<file path="config.mk">
export PLATFORM = sky130hd
export DESIGN_NAME = prism_seq
export DESIGN_NICKNAME = d
export VERILOG_FILES = /design/src/rtl/prism_seq.sv
export SDC_FILE = /design/constraint.sdc
export NUM_CORES = 1
export LEC_CHECK = 0
export ABC_AREA = 0
export CAP_MARGIN = 20
export CORE_UTILIZATION = 30
export DETAILED_ROUTE_END_ITERATION = 7
export PLACE_DENSITY_LB_ADDON = 0.25
export SLEW_MARGIN = 20
export SYNTH_ARGS = -nofsm -noshare
export SYNTH_HDL_FRONTEND = slang
export SYNTH_SLANG_ARGS = --single-unit
</file>
<file path="constraint.sdc">
create_clock -name clk -period 2.8 [get_ports clk]
set_input_delay 0.56 -clock clk [delete_from_list [all_inputs] [get_ports clk]]
set_output_delay 0.56 -clock clk [all_outputs]
set_load 0.02 [all_outputs]
</file>
<file path="src/rtl/prism_seq.sv">
// rtl/prism_seq.sv - PRISM debug-port load-and-run sequencer with command FIFO
// Optional watchdog built when PRISM_SEQ_WATCHDOG_EN is defined.
module prism_seq #(
  parameter int          DEPTH      = 4,
  parameter int          RST_CYCLES = 2,
  parameter logic [15:0] TIMEOUT    = 16'hFFFF
) (
  input  logic        clk,
  input  logic        rst_n,
  input  logic        cmd_valid,
  output logic        cmd_ready,
  input  logic [5:0]  cmd_addr,
  input  logic [31:0] cmd_data,
  input  logic        start,
  input  logic        abort,
  input  logic        irq_clr,
  input  logic        bus_wr,
  input  logic [5:0]  bus_addr,
  input  logic [31:0] bus_wdata,
  input  logic        prism_halt,
  output logic        dbg_wr,
  output logic [5:0]  dbg_addr,
  output logic [31:0] dbg_wdata,
  output logic        debug_reset,
  output logic        fsm_enable,
  output logic        busy,
  output logic        timed_out,
  output logic        irq
);

  localparam int AW = $clog2(DEPTH);
  localparam int CW = $clog2(DEPTH + 1);

  localparam logic [2:0] S_IDLE  = 3'd0;
  localparam logic [2:0] S_LOAD  = 3'd1;
  localparam logic [2:0] S_RESET = 3'd2;
  localparam logic [2:0] S_RUN   = 3'd3;
  localparam logic [2:0] S_DONE  = 3'd4;

  logic [2:0]    state;
  logic [37:0]   mem [DEPTH];
  logic [AW-1:0] rd_ptr;
  logic [AW-1:0] wr_ptr;
  logic [CW-1:0] count;
  logic [CW-1:0] count_nxt;
  logic          ready_q;
  logic          push;
  logic          pop;
  logic          timeout_hit;
  logic          done_entry;
  logic          irq_q;
  logic [3:0]    rst_cnt;

  // Abort discards a same-cycle push; bus writes stall the pop and keep the head.
  assign push = cmd_valid && ready_q && !abort;
  assign pop  = (state == S_LOAD) && (count != '0) && !bus_wr;

  always_comb begin
    count_nxt = count;
    if (abort) begin
      count_nxt = '0;
    end else if (push && !pop) begin
      count_nxt = count + CW'(1);
    end else if (pop && !push) begin
      count_nxt = count - CW'(1);
    end
  end

  always_ff @(posedge clk or negedge rst_n) begin
    if (!rst_n) begin
      rd_ptr  <= '0;
      wr_ptr  <= '0;
      count   <= '0;
      ready_q <= 1'b1;
    end else begin
      count   <= count_nxt;
      ready_q <= (count_nxt != CW'(DEPTH));
      if (abort) begin
        rd_ptr <= '0;
        wr_ptr <= '0;
      end else begin
        if (push) wr_ptr <= wr_ptr + AW'(1);
        if (pop)  rd_ptr <= rd_ptr + AW'(1);
      end
    end
  end

  always_ff @(posedge clk) begin
    if (push) mem[wr_ptr] <= {cmd_addr, cmd_data};
  end

  assign cmd_ready = ready_q;

  always_comb begin
    dbg_wr    = 1'b0;
    dbg_addr  = '0;
    dbg_wdata = '0;
    if (bus_wr) begin
      dbg_wr    = 1'b1;
      dbg_addr  = bus_addr;
      dbg_wdata = bus_wdata;
    end else if (pop) begin
      dbg_wr    = 1'b1;
      dbg_addr  = mem[rd_ptr][37:32];
      dbg_wdata = mem[rd_ptr][31:0];
    end
  end

  assign done_entry = (state == S_RUN) && !abort && (prism_halt || timeout_hit);

  always_ff @(posedge clk or negedge rst_n) begin
    if (!rst_n) begin
      state   <= S_IDLE;
      rst_cnt <= '0;
    end else if (abort) begin
      state <= S_IDLE;
    end else begin
      case (state)
        S_IDLE:  if (start) state <= S_LOAD;
        S_LOAD: begin
          if (count == '0) begin
            state   <= S_RESET;
            rst_cnt <= 4'(RST_CYCLES);
          end
        end
        S_RESET: begin
          if (rst_cnt == 4'd1) state <= S_RUN;
          else                 rst_cnt <= rst_cnt - 4'd1;
        end
        S_RUN:   if (prism_halt || timeout_hit) state <= S_DONE;
        S_DONE:  if (start) state <= S_LOAD;
        default: state <= S_IDLE;
      endcase
    end
  end

  // Entering DONE wins over a same-cycle clear.
  always_ff @(posedge clk or negedge rst_n) begin
    if (!rst_n)          irq_q <= 1'b0;
    else if (done_entry) irq_q <= 1'b1;
    else if (irq_clr)    irq_q <= 1'b0;
  end

`ifdef PRISM_SEQ_WATCHDOG_EN
  logic [15:0] wd;
  logic        timed_out_q;

  assign timeout_hit = (wd == TIMEOUT - 16'd1);

  always_ff @(posedge clk or negedge rst_n) begin
    if (!rst_n) begin
      wd          <= '0;
      timed_out_q <= 1'b0;
    end else begin
      if (state == S_RESET && rst_cnt == 4'd1) wd <= '0;
      else if (state == S_RUN)                 wd <= wd + 16'd1;
      if (abort)                          timed_out_q <= 1'b0;
      else if (done_entry)                timed_out_q <= !prism_halt;
      else if (state == S_DONE && start)  timed_out_q <= 1'b0;
    end
  end

  assign timed_out = timed_out_q;
`else
  assign timeout_hit = 1'b0;
  assign timed_out   = 1'b0;
`endif

  assign irq         = irq_q;
  assign busy        = (state == S_LOAD) || (state == S_RESET) || (state == S_RUN);
  assign debug_reset = (state == S_RESET);
  assign fsm_enable  = (state == S_RUN);

endmodule
</file>
**Run 1: signal wires on met1**

Scale bar: 50 um. Cells faint in the background.
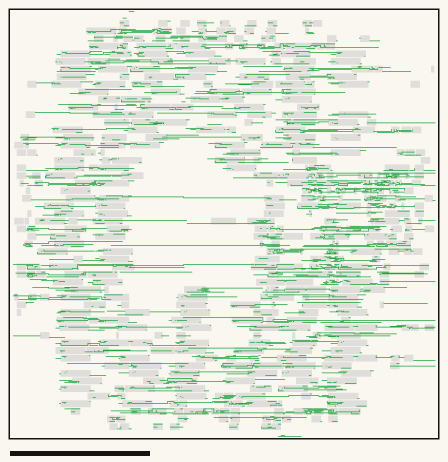
main direction: horizontal
nets with wire on the layer: 528
wire length on this layer: 6350 um
share of all routed wire: 44%

**Run 1: the metal 2 layer**

Scale bar: 50 um. Cells faint in the background.
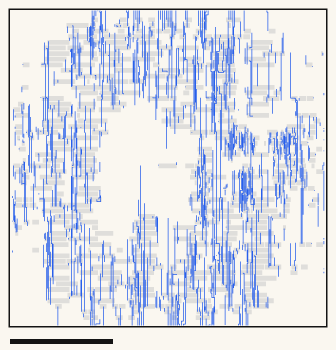
nets with wire on the layer: 521
wire length on this layer: 7280 um
main direction: vertical
vias post-DR: 3823
grt met2 use: 0.215

**Run 1: M3 wires**

Scale bar: 50 um. Cells faint in the background.
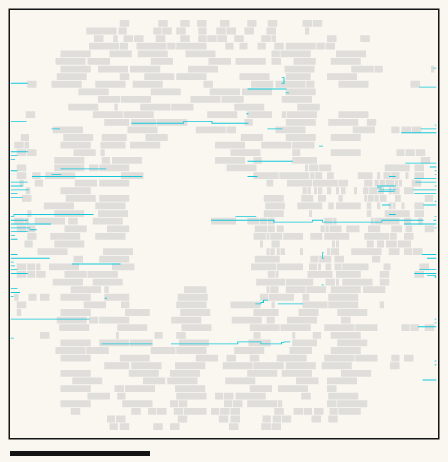
share of all routed wire: 4.5%
wire length on this layer: 648 um

**Run 1: M4 wires**

Scale bar: 50 um.
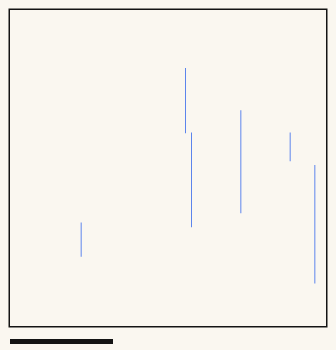
longest straight run: 57.1 um
main direction: vertical
wire length on this layer: 214 um
share of all routed wire: 1.5%
nets with wire on the layer: 4
Routed WL: 14.5 mm

-- run 1: power by group through the flow --
stage                     clock network, mW  registers (mW)  logic, mW
after floorplan                           0            2.95      0.456
after global placement                    0            2.95      0.824
after detailed placement                  0            2.96      0.846
after CTS                              2.13            2.91      0.828
after global routing                   2.23            2.92      0.897
final                                  2.07            2.91      0.820
-- run 1: worst max-delay path: stages (launching register included) --
cell,delay [ns]
dfrtp_1,0.38
or4b_4,0.56
nor2_4,0.14
buf_6,0.19
a22o_1,0.13
dlygate4sd2_1,0.33
-- run 1: Yosys cell counts, drive strengths merged, types with 3 or more instances --
master  instances
a21oi           4
a22o           39
and2            4
buf             7
clkbuf         14
dfrtp          15
edfxtp        152
ha              9
inv            11
mux4           38
nand2           9
nor2           13
nor2b           3
nor3            4
o21ai           3
xnor2           5
-- run 1: registers in the layout, summed over array words and instances (netlist names) --
register / count
irq: 1
rd_ptr: 2
wr_ptr: 2
rst_cnt: 4
mem: 152
state: 3
cmd_ready: 1
count: 3
-- run 1: final cells by class --
cell class	instances	area, um^2
clock buffer	18	429
clock inverter	14	98.8
fill	1971	13000
inverter	11	41.3
multi-input combinational	156	1760
sequential	168	4970
tap	280	350
timing repair buffer	147	1460
-- run 1: how the worst min path moves through the flow --
stage | from | endpoint | slack, ns
finish | irq | irq | 0.54
global route | irq | irq | 0.55
CTS | irq | irq | 0.54
detailed placement | irq | irq | 0.52
global placement | irq | irq | 0.52
floorplan | rst_n | count[0] | 0.26
-- run 1: cell families (layout without fill, tap and decap cells) --
logic type	count (synthesis)	count (layout)	share of synthesized area
buffers and inverters	32	190	0.0188
AOI/OAI and AO/OA	54	54	0.0660
xor gates and xnor gates	6	6	0.00768
and+or+nand+nor	46	46	0.0368
adders and majority gates	9	9	0.0165
muxes	40	40	0.128
other	1	1	0.000548
DFF	168	168	0.726
-- run 1: repair_timing --
item                                    4_1_cts  5_1_grt
pin swaps                                     0        0
endpoints found under the setup margin       39       36
setup buffers                                 0        0
resized                                      44       49
-- run 1: per-layer routing --
metal	vias up	wire length, um	track usage
met5	-	0	0
met4	0	213	0.0452
met3	16	648	0.0383
met2	111	7280	0.215
met1	1942	6350	0.162
li1	1754	-	-
==> GITHUB_STEP_SUMMARY, run 1 <==
### Metrics collected by this job

| Metric | Value |
|---|---|
| Final Hold Violation Tally | `0` |
| Final Max Slew Viols | `0` |
| Crit path DRT | `2.24 ns` |
| Die height | `roughly 150 um` |
| Tmin final | `around 2.7 ns` |
| Most numerous logic cell after layout | `edfxtp_1` |
| Syn Area/Cell | `around 19 um^2` |
| Floorplan Nets | `approximately 450` |
| Power per standard cell area | `roughly 640 nW/um^2` |
| Worst reg-to-reg setup slack | `approximately 0.44 ns` |
| Top cell type by total area after synthesis | `edfxtp_1` |
| Combinational power share | `0.141` |
| Worst-path fanout max | `15` |
| Clock share of power | `0.357` |
| Worst rel slew slack | `0.467` |
| Post-cts hold-fix buffer tally | `0` |
| Clk Latency, worst-skew pair | `roughly 0.42 ns` |
| Hold Path Stages | `2` |
| Clock Skew | `0.00838 ns` |
| Most frequent cells in the layout | `edfxtp_1 (152), clkdlybuf4s50_1 (87), a22o_1 (39)` |
| TritonCTS clock tree | `built` |
| Core Footprint | `22100 um^2` |
| Cells after Synth | `356` |
| Num ports | `roughly 130` |
| RD Place Congestion | `between 0.7 and 0.8` |
| Routed len/inst | `~18 um` |
| Tool warnings | `32` |
| Arr. time, crit path | `between 2 and 2.5 ns` |
| Floorplan core density | `0.310` |
| Vias in the first global route | `around 4k` |
| # port buffers | `between 100 and 150` |
| Gr ovfl total | `0` |
| Crit. Startpoint | `state[1]` |
| Clk root buf | `clkbuf_16` |
| Gr usage total | `0.130` |
| Drt pass-1 iters | `4` |
| Maximum VDD drop | `0.329 mV` |
| CP startpoint kind | `flop` |
| Pre-CTS WS | `-0.114 ns` |
| Setup TNS | `0 ns` |
| Chip width | `about 150 um` |
| Post-route setup slack | `0.0923 ns` |
| CTS max path bufs | `2` |
| Placed cell count | `762` |
| Unrepaired setup endpoints after global routing | `no` |
| Post-synth ARST share | `0.0952` |
| Worst hold path type | `reg2reg` |
| Clock slew at the register clock pins of the worst setup and hold paths | `0.06 ns` |
| DP Area | `between 8000 and 9000 um^2` |
| Sw Share | `0.241` |
| Final cell count without fillers | `~790` |
| Status | `finished, final reports clean` |
| Yosys stat cell total | `roughly 360` |
| Yosys chip area | `6840 um^2` |
| Syn Std Cell Area | `between 6000 and 7000 um^2` |
| Initial antenna violation count | `0` |
| Worst Max-Slew Pin Slew | `~0.8 ns` |
| Post-synth regs | `approximately 170` |
| NumNets Final | `slightly below 600` |
| Utilization after layout | `0.413` |
| H-tree depth | `4` |
| Drt drc | `0` |
| RR Startpoint | `state[1]` |
| Die area | `approximately 23000 um^2` |
| Sw Pwr | `1.40 mW` |
| Crit path kind | `reg2out` |
| Critical Path End Type | `output pin` |
==> run 1 -> run 2 <==
==> constraint.sdc (replaced) <==
create_clock -name clk -period 2.8 [get_ports clk]
set_input_delay 0.42 -clock clk [delete_from_list [all_inputs] [get_ports clk]]
set_output_delay 0.42 -clock clk [all_outputs]
set_load 0.02 [all_outputs]
==> GITHUB_STEP_SUMMARY, run 2 <==
### Metrics collected by this job

| Metric | Value |
|---|---|
| Worst Max-Slew Pin Slew | `roughly 0.8 ns` |
| Utilization after layout | `0.410` |
| Die height | `~150 um` |
| NumNets Final | `593` |
| Tmin final | `~2.7 ns` |
| Crit path DRT | `2.38 ns` |
| Simple share | `0.0368` |
| Most frequent cells in the layout | `edfxtp_1 (152), clkdlybuf4s50_1 (88), a22o_1 (39)` |
| Dominant comb cell | `multiplexers` |
| Chip width | `roughly 150 um` |
| Routed len/inst | `18.6 um` |
| Clock Skew | `0.00886 ns` |
| Vias post-DR | `between 3k and 4k` |
| Initial antenna violation count | `0` |
| Critical Path End Type | `output pin` |
| Unrepaired setup endpoints after global routing | `yes` |
| Clk root buf | `clkbuf_16` |
| TritonCTS clock tree | `built` |
| Gr ovfl total | `0` |
| Post-synth regs | `around 170` |
| Yosys chip area | `just under 7000 um^2` |
| Placed cell count | `roughly 760` |
| Adders+Majority by Area | `0.0165` |
| Core Footprint | `roughly 22000 um^2` |
| P&R area growth vs syn | `32.5%` |
| Syn Area/Cell | `19.2 um^2` |
| Pre-CTS WS | `approximately 0.18 ns` |
| Tool warnings | `33` |
| Final Hold Violation Tally | `0` |
| CP startpoint kind | `flop` |
| Worst rel slew slack | `0.479` |
| Drt drc | `0` |
| Yosys stat cell total | `356` |
| Floorplan core density | `0.310` |
| Clk sinks | `between 150 and 200` |
| Number of flip-flops under the largest register name | `about 150` |
| Maximum VDD drop | `roughly 0.34 mV` |
| Most flop-heavy register | `mem` |
| Synth Area in XOR/XNOR | `0.00768` |
| Post-synth ARST share | `0.0952` |
| Synth cell count leaders | `edfxtp_1 (152), a22o_1 (39), mux4_2 (38)` |
| Synth mux share | `0.128` |
| Synth Area in Compound Gates | `0.0660` |
| Floorplan Nets | `449` |
| Arr. time, crit path | `~2.3 ns` |
| H-tree depth | `4` |
| Routed WL | `between 10 and 15 mm` |
| Drt pass-1 iters | `4` |
| Count leader, synth | `edfxtp_1` |
| CTS max path bufs | `2` |
| Worst hold path type | `in2async` |
| Gr usage total | `0.134` |
| Setup repair bufs after CTS | `0` |
| Final cell count without fillers | `just under 800` |
| Clock slew at the register clock pins of the worst setup and hold paths | `roughly 0.06 ns` |
| Crit path kind | `reg2out` |
| Vias in the first global route | `~4.1k` |
| Final Max Slew Viols | `0` |
| Syn Std Cell Area | `between 6000 and 7000 um^2` |
| Status | `finished, final reports clean` |
| Number of DRC markers in iteration 0 | `138` |
| RD Place Congestion | `around 0.8` |
| Die area | `approximately 23000 um^2` |
| Cells after Synth | `~360` |
| # port buffers | `between 100 and 150` |
| Worst-path fanout max | `30` |
| Most numerous logic cell after layout | `edfxtp_1` |
| Clk Latency, worst-skew pair | `about 0.42 ns` |
| Top cell type by total area after synthesis | `edfxtp_1` |
| Post-route setup slack | `~0.1 ns` |
| Power per standard cell area | `637 nW/um^2` |
| Top flop regs | `mem x152, rst_cnt x4` |
| Num ports | `approximately 130` |
==> run 2: netlist changes by cell type in the layout (fill, tap and decap cells not counted), sizes merged <==
cell and change:
buf -1, clkdlybuf4s50 +1, clkdlybuf4s15 +6, clkinv -3, clkinvlp +3, inv -2
clkbuf -7, dlygate4sd2 +1
==> run 2: per-stage QoR <==
stage               setup TNS [ns]  instance area [um^2]
floorplan                        0                  6840
global placement                 0                  8560
detailed placement               0                  8560
CTS                              0                  9030
global route               -0.0406                  9060
finish                           0                  9060
==> run 2: metal layers <==
metal | wire [um] | GRT usage
met4 | 177 | 0.0428
met1 | 6390 | 0.168
met2 | 7410 | 0.224
met3 | 772 | 0.0388
met5 | 0 | 0
==> run 2: path summary, 6_finish.rpt <==
check                      startpoint           end  slack, ns  cells after the start
min reg2reg                rst_cnt[1]    rst_cnt[1]       0.55                      2
max in group asynchronous       rst_n     rd_ptr[0]       1.76                      1
min in group clk           rst_cnt[1]    rst_cnt[1]       0.55                      2
max                          state[2]  dbg_wdata[7]        0.1                      5
max reg2reg                  state[2]     cmd_ready       0.40                      7
min                             rst_n    rst_cnt[1]       0.46                      1
==> run 2: layout make-up <==
cell class	count	area, um^2
Sequential cell	168	4970
Fill cell	1979	13000
Clock inverter	12	80.1
Timing Repair Buffer	146	1420
Inverter	11	41.3
Multi-Input combinational cell	156	1770
Clock buffer	19	433
Tap cell	280	350
==> run 2: worst max-delay path, stage by stage (launching register included) <==
cell and delay (ns):
dfrtp_2 0.47, or4b_4 0.57, nor2_4 0.13, buf_12 0.21
a22o_1 0.17, clkdlybuf4s15_1 0.30
==> run 2: cell families after synthesis <==
group | after synthesis
buffers and inverters | 32
XOR/XNOR | 6
adder cells (fa/ha/maj) | 9
AND-OR/OR-AND | 54
flip-flops | 168
AND/OR/NAND/NOR | 46
other | 1
multiplexers | 40
==> run 2: power by group <==
part / leakage (nW) / total (mW) / switching (mW) / internal (mW)
clock: 0.234 / 2.05 / 0.923 / 1.12
combinational: 1.23 / 0.818 / 0.412 / 0.406
sequential: 1.59 / 2.91 / 0.0511 / 2.86
==> run 2: repair_timing <==
action | 4_1_cts | 5_1_grt
pin swaps | 0 | 0
setup endpoints to repair | 39 | 39
hold buffers | 0 | 0
gates resized | 40 | 41
**Run 2: the metal 2 layer**

Scale bar: 50 um. Cells faint in the background.
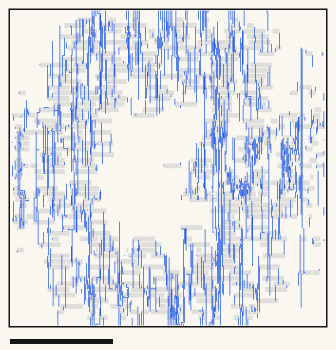
share of all routed wire: 50%
longest straight run: 86.7 um
nets with wire on the layer: 539
wire length on this layer: 7410 um
main direction: vertical

**Run 2: M3 wires**

Scale bar: 50 um. Cells faint in the background.
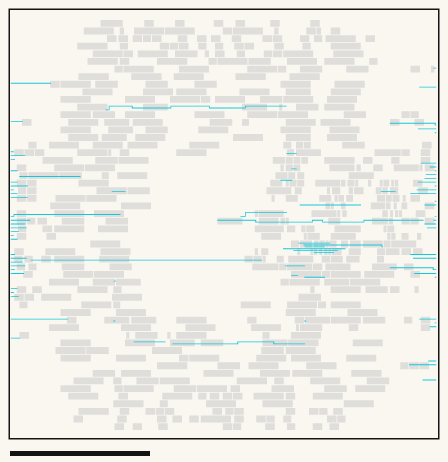
nets with wire on the layer: 72
longest straight run: 82.3 um
main direction: horizontal
share of all routed wire: 5.2%

==> run 2 -> run 3 <==
SLEW_MARGIN = 10   (was 20)
==> GITHUB_STEP_SUMMARY, run 3 <==
### Metrics collected by this job

| Metric | Value |
|---|---|
| Most numerous logic cell after layout | `edfxtp_1` |
| RD Place Congestion | `0.797` |
| Count leader, synth | `edfxtp_1` |
| Fraction of layout instances using a drive strength above 1 | `0.203` |
| TritonCTS clock tree | `built` |
| Die area | `23400 um^2` |
| Critical path's top delay family | `simple AND/OR/NAND/NOR gates` |
| Crit path kind | `reg2out` |
| CP startpoint kind | `flop` |
| DRT antenna net count | `0` |
| Post-cts hold-fix buffer tally | `0` |
| Logic area | `about 1800 um^2` |
| Vias in the first global route | `between 4k and 5k` |
| Final cell count without fillers | `between 700 and 800` |
| Top cell type by total area after synthesis | `edfxtp_1` |
| Clk Latency, worst-skew pair | `about 0.42 ns` |
| Initial antenna violation count | `0` |
| Most flop-heavy register | `mem` |
| Top cells, area | `edfxtp_1 (67%), mux4_2 (13%), dfrtp_1 (5.5%)` |
| Gr ovfl total | `0` |
| Maximum clock frequency | `~370 MHz` |
| Post-synth EDFFs | `about 150` |
| Tool warnings | `33` |
| Arr. time, crit path | `around 2.3 ns` |
| # port buffers | `~130` |
| Sw Pwr | `1.39 mW` |
| Sequential share of power | `0.504` |
| Post-synth regs | `between 150 and 200` |
| Floorplan core density | `0.310` |
| Lkg Pwr | `3.05 nW` |
| Floorplan Nets | `roughly 450` |
| P&R area growth vs syn | `32.5%` |
| H-tree depth | `4` |
| Sw Share | `0.240` |
| Seq/Total Area, Yosys | `0.726` |
| Routed vias/inst | `4.88` |
| Internal power | `4.38 mW` |
| Worst path max stage delay | `0.57 ns` |
| Worst path cell trace | `or4b_4 > nor2_4 > buf_12 > a22o_1 > clkdlybuf4s15_1` |
| N_diodes | `0` |
| Worst-path fanout max | `30` |
| Final Max Slew Viols | `0` |
| Hold Slack | `~0.46 ns` |
| Final Hold Violation Tally | `0` |
| Worst Max-Slew Pin Slew | `0.779 ns` |
| Dpl hpwl | `9.34 mm` |
| Yosys stat cell total | `356` |
| Status | `finished, final reports clean` |
| Die height | `~150 um` |
| Cells after Synth | `roughly 360` |
| Top flop regs | `mem x152, rst_cnt x4` |
| Cts bufs inserted | `17` |
| Combinational power share | `0.142` |
| Power per standard cell area | `637 nW/um^2` |
| Worst hold path type | `in2async` |
| Syn Area/Cell | `~19 um^2` |
| Gr usage total | `0.134` |
| Critical Path End Type | `output pin` |
| NumNets Final | `593` |
| Synth cell types | `42` |
| Drt pass-1 iters | `4` |
| Setup repair bufs after CTS | `0` |
| Number of DRC markers in iteration 0 | `approximately 140` |
| Clk sinks | `~170` |
| Drt drc | `0` |
| Placed cell count | `~760` |
| Buffers plus inverters on the worst setup path | `2` |
| Post-synth ARST share | `0.0952` |
| Grt met2 use | `0.224` |
| # fillers | `roughly 2.0k` |
| Crit path DRT | `about 2.4 ns` |
| Worst rel slew slack | `0.479` |
| Num ports | `roughly 130` |
| Site row count | `~54` |
| Synth top area share | `0.667` |
| Yosys chip area | `roughly 6800 um^2` |
| Unrepaired setup endpoints after global routing | `yes` |
| Clock Skew | `between 0.008 and 0.009 ns` |
| # setup viols final | `0` |
| Clock share of power | `0.354` |
| First-pass GRT wire length | `approximately 23 mm` |
| Number of flip-flops under the largest register name | `roughly 150` |
| Syn Std Cell Area | `6840 um^2` |
| Routed WL | `about 15 mm` |
| Synth cell count leaders | `edfxtp_1 (152), a22o_1 (39), mux4_2 (38)` |
| Largest net degree at the start of global routing | `40` |
| Chip width | `roughly 150 um` |
| Clk root buf | `clkbuf_16` |
| Period Utilization, post-route | `0.964` |
| Total of max-cap violations | `0` |
| CTS max path bufs | `2` |
| Vias post-DR | `just under 4k` |
| Clock slew at the register clock pins of the worst setup and hold paths | `around 0.06 ns` |
| Register area | `approximately 5000 um^2` |
| Slowest CP cell | `or4b_4` |
| Tmin final | `~2.7 ns` |
| Core Footprint | `around 22000 um^2` |
| Most frequent cells in the layout | `edfxtp_1 (152), clkdlybuf4s50_1 (88), a22o_1 (39)` |
| Maximum VDD drop | `around 0.34 mV` |
| Most used DFF post-synth | `edfxtp_1` |
| Ys Warns | `0` |
-- run 3: cell counts in the layout (fill, tap and decap cells not counted) --
Identical to the previous run, type by type.
-- run 3: final cells by class --
cell class,count,share of cell area
flip-flops and latches,168,0.549
well taps,280,0.0387
repair buffers,146,0.156
clock buffers,19,0.0478
clock inverters,12,0.00883
multi-input cells,156,0.195
inverters,11,0.00456
-- run 3: worst paths after layout --
path / slack [ns] / endpoint / cells past startpoint / start
worst max-delay path: 0.1 / dbg_wdata[7] / 5 / state[2]
worst min-delay path: 0.46 / rst_cnt[1] / 1 / rst_n
worst max register to register: 0.40 / cmd_ready / 7 / state[2]
worst min register to register: 0.55 / rst_cnt[1] / 2 / rst_cnt[1]
max in group asynchronous: 1.76 / rd_ptr[0] / 1 / rst_n
min in group clk: 0.55 / rst_cnt[1] / 2 / rst_cnt[1]
-- run 3: repair_timing --
action                     in CTS  in global routing
gates resized                  40                 41
cloned                          0                  0
setup endpoints to repair      39                 39
pin swaps                       0                  0
-- run 3: cells by family after synthesis --
kind of cell | count (synthesis) | synth area share
AOI/OAI and AO/OA | 54 | 0.0660
xor gates and xnor gates | 6 | 0.00768
adders and majority gates | 9 | 0.0165
buffers and inverters | 32 | 0.0188
DFF | 168 | 0.726
muxes | 40 | 0.128
other | 1 | 0.000548
and+or+nand+nor | 46 | 0.0368
-- run 3: stage by stage --
step | cell area [um^2] | setup slack [ns] | TNS [ns] | total power, mW
after floorplan | 6840 | 0.469 | 0 | 3.41
after global placement | 8560 | 0.203 | 0 | 3.77
after detailed placement | 8560 | 0.185 | 0 | 3.80
after CTS | 9030 | 0.0100 | 0 | 5.83
after global routing | 9060 | -0.0180 | -0.0406 | 6.03
final | 9060 | 0.0999 | 0 | 5.77
-- run 3: metal layers --
layer,share of wire,vias up
met3,0.052,14
li1,-,1737
met2,0.50,104
met1,0.43,2007
met4,0.012,0
met5,0,-
-- run 3: worst reg2reg max path: cells and delay by family (launching register included) --
| family | cells | cell delay (ns) |
|---|---|---|
| simple gates | 3 | 1.11 |
| buf+inv | 2 | 0.40 |
| flops | 1 | 0.47 |
| xor+xnor | 1 | 0.10 |
| mux | 1 | 0.23 |
-- run 3: power by group through the flow --
stage | registers [mW] | logic [mW] | clock network, mW
after global routing | 2.92 | 0.896 | 2.21
final | 2.91 | 0.818 | 2.05
after floorplan | 2.95 | 0.456 | 0
after CTS | 2.91 | 0.815 | 2.11
after detailed placement | 2.96 | 0.840 | 0
after global placement | 2.95 | 0.817 | 0
**Run 3: routing congestion map**

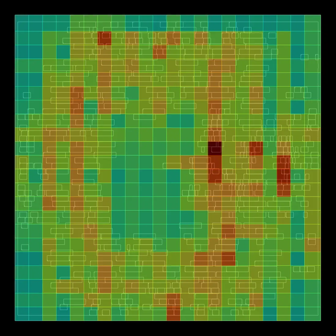
busiest grt layer: met2
routed len/inst: 18.6 um
utilization after layout: 0.410
met1 GRT Util: 0.168
grt met3 use: 0.0388

**Run 3: M4 wires**

Scale bar: 50 um.
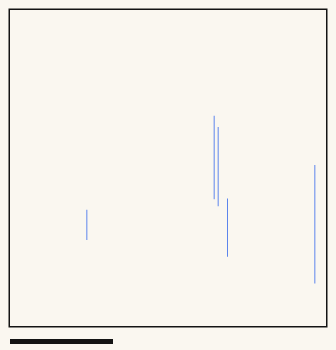
main direction: vertical
share of all routed wire: 1.2%
longest straight run: 57.1 um

No activity file was given, so power comes from the tool's default toggle rates.
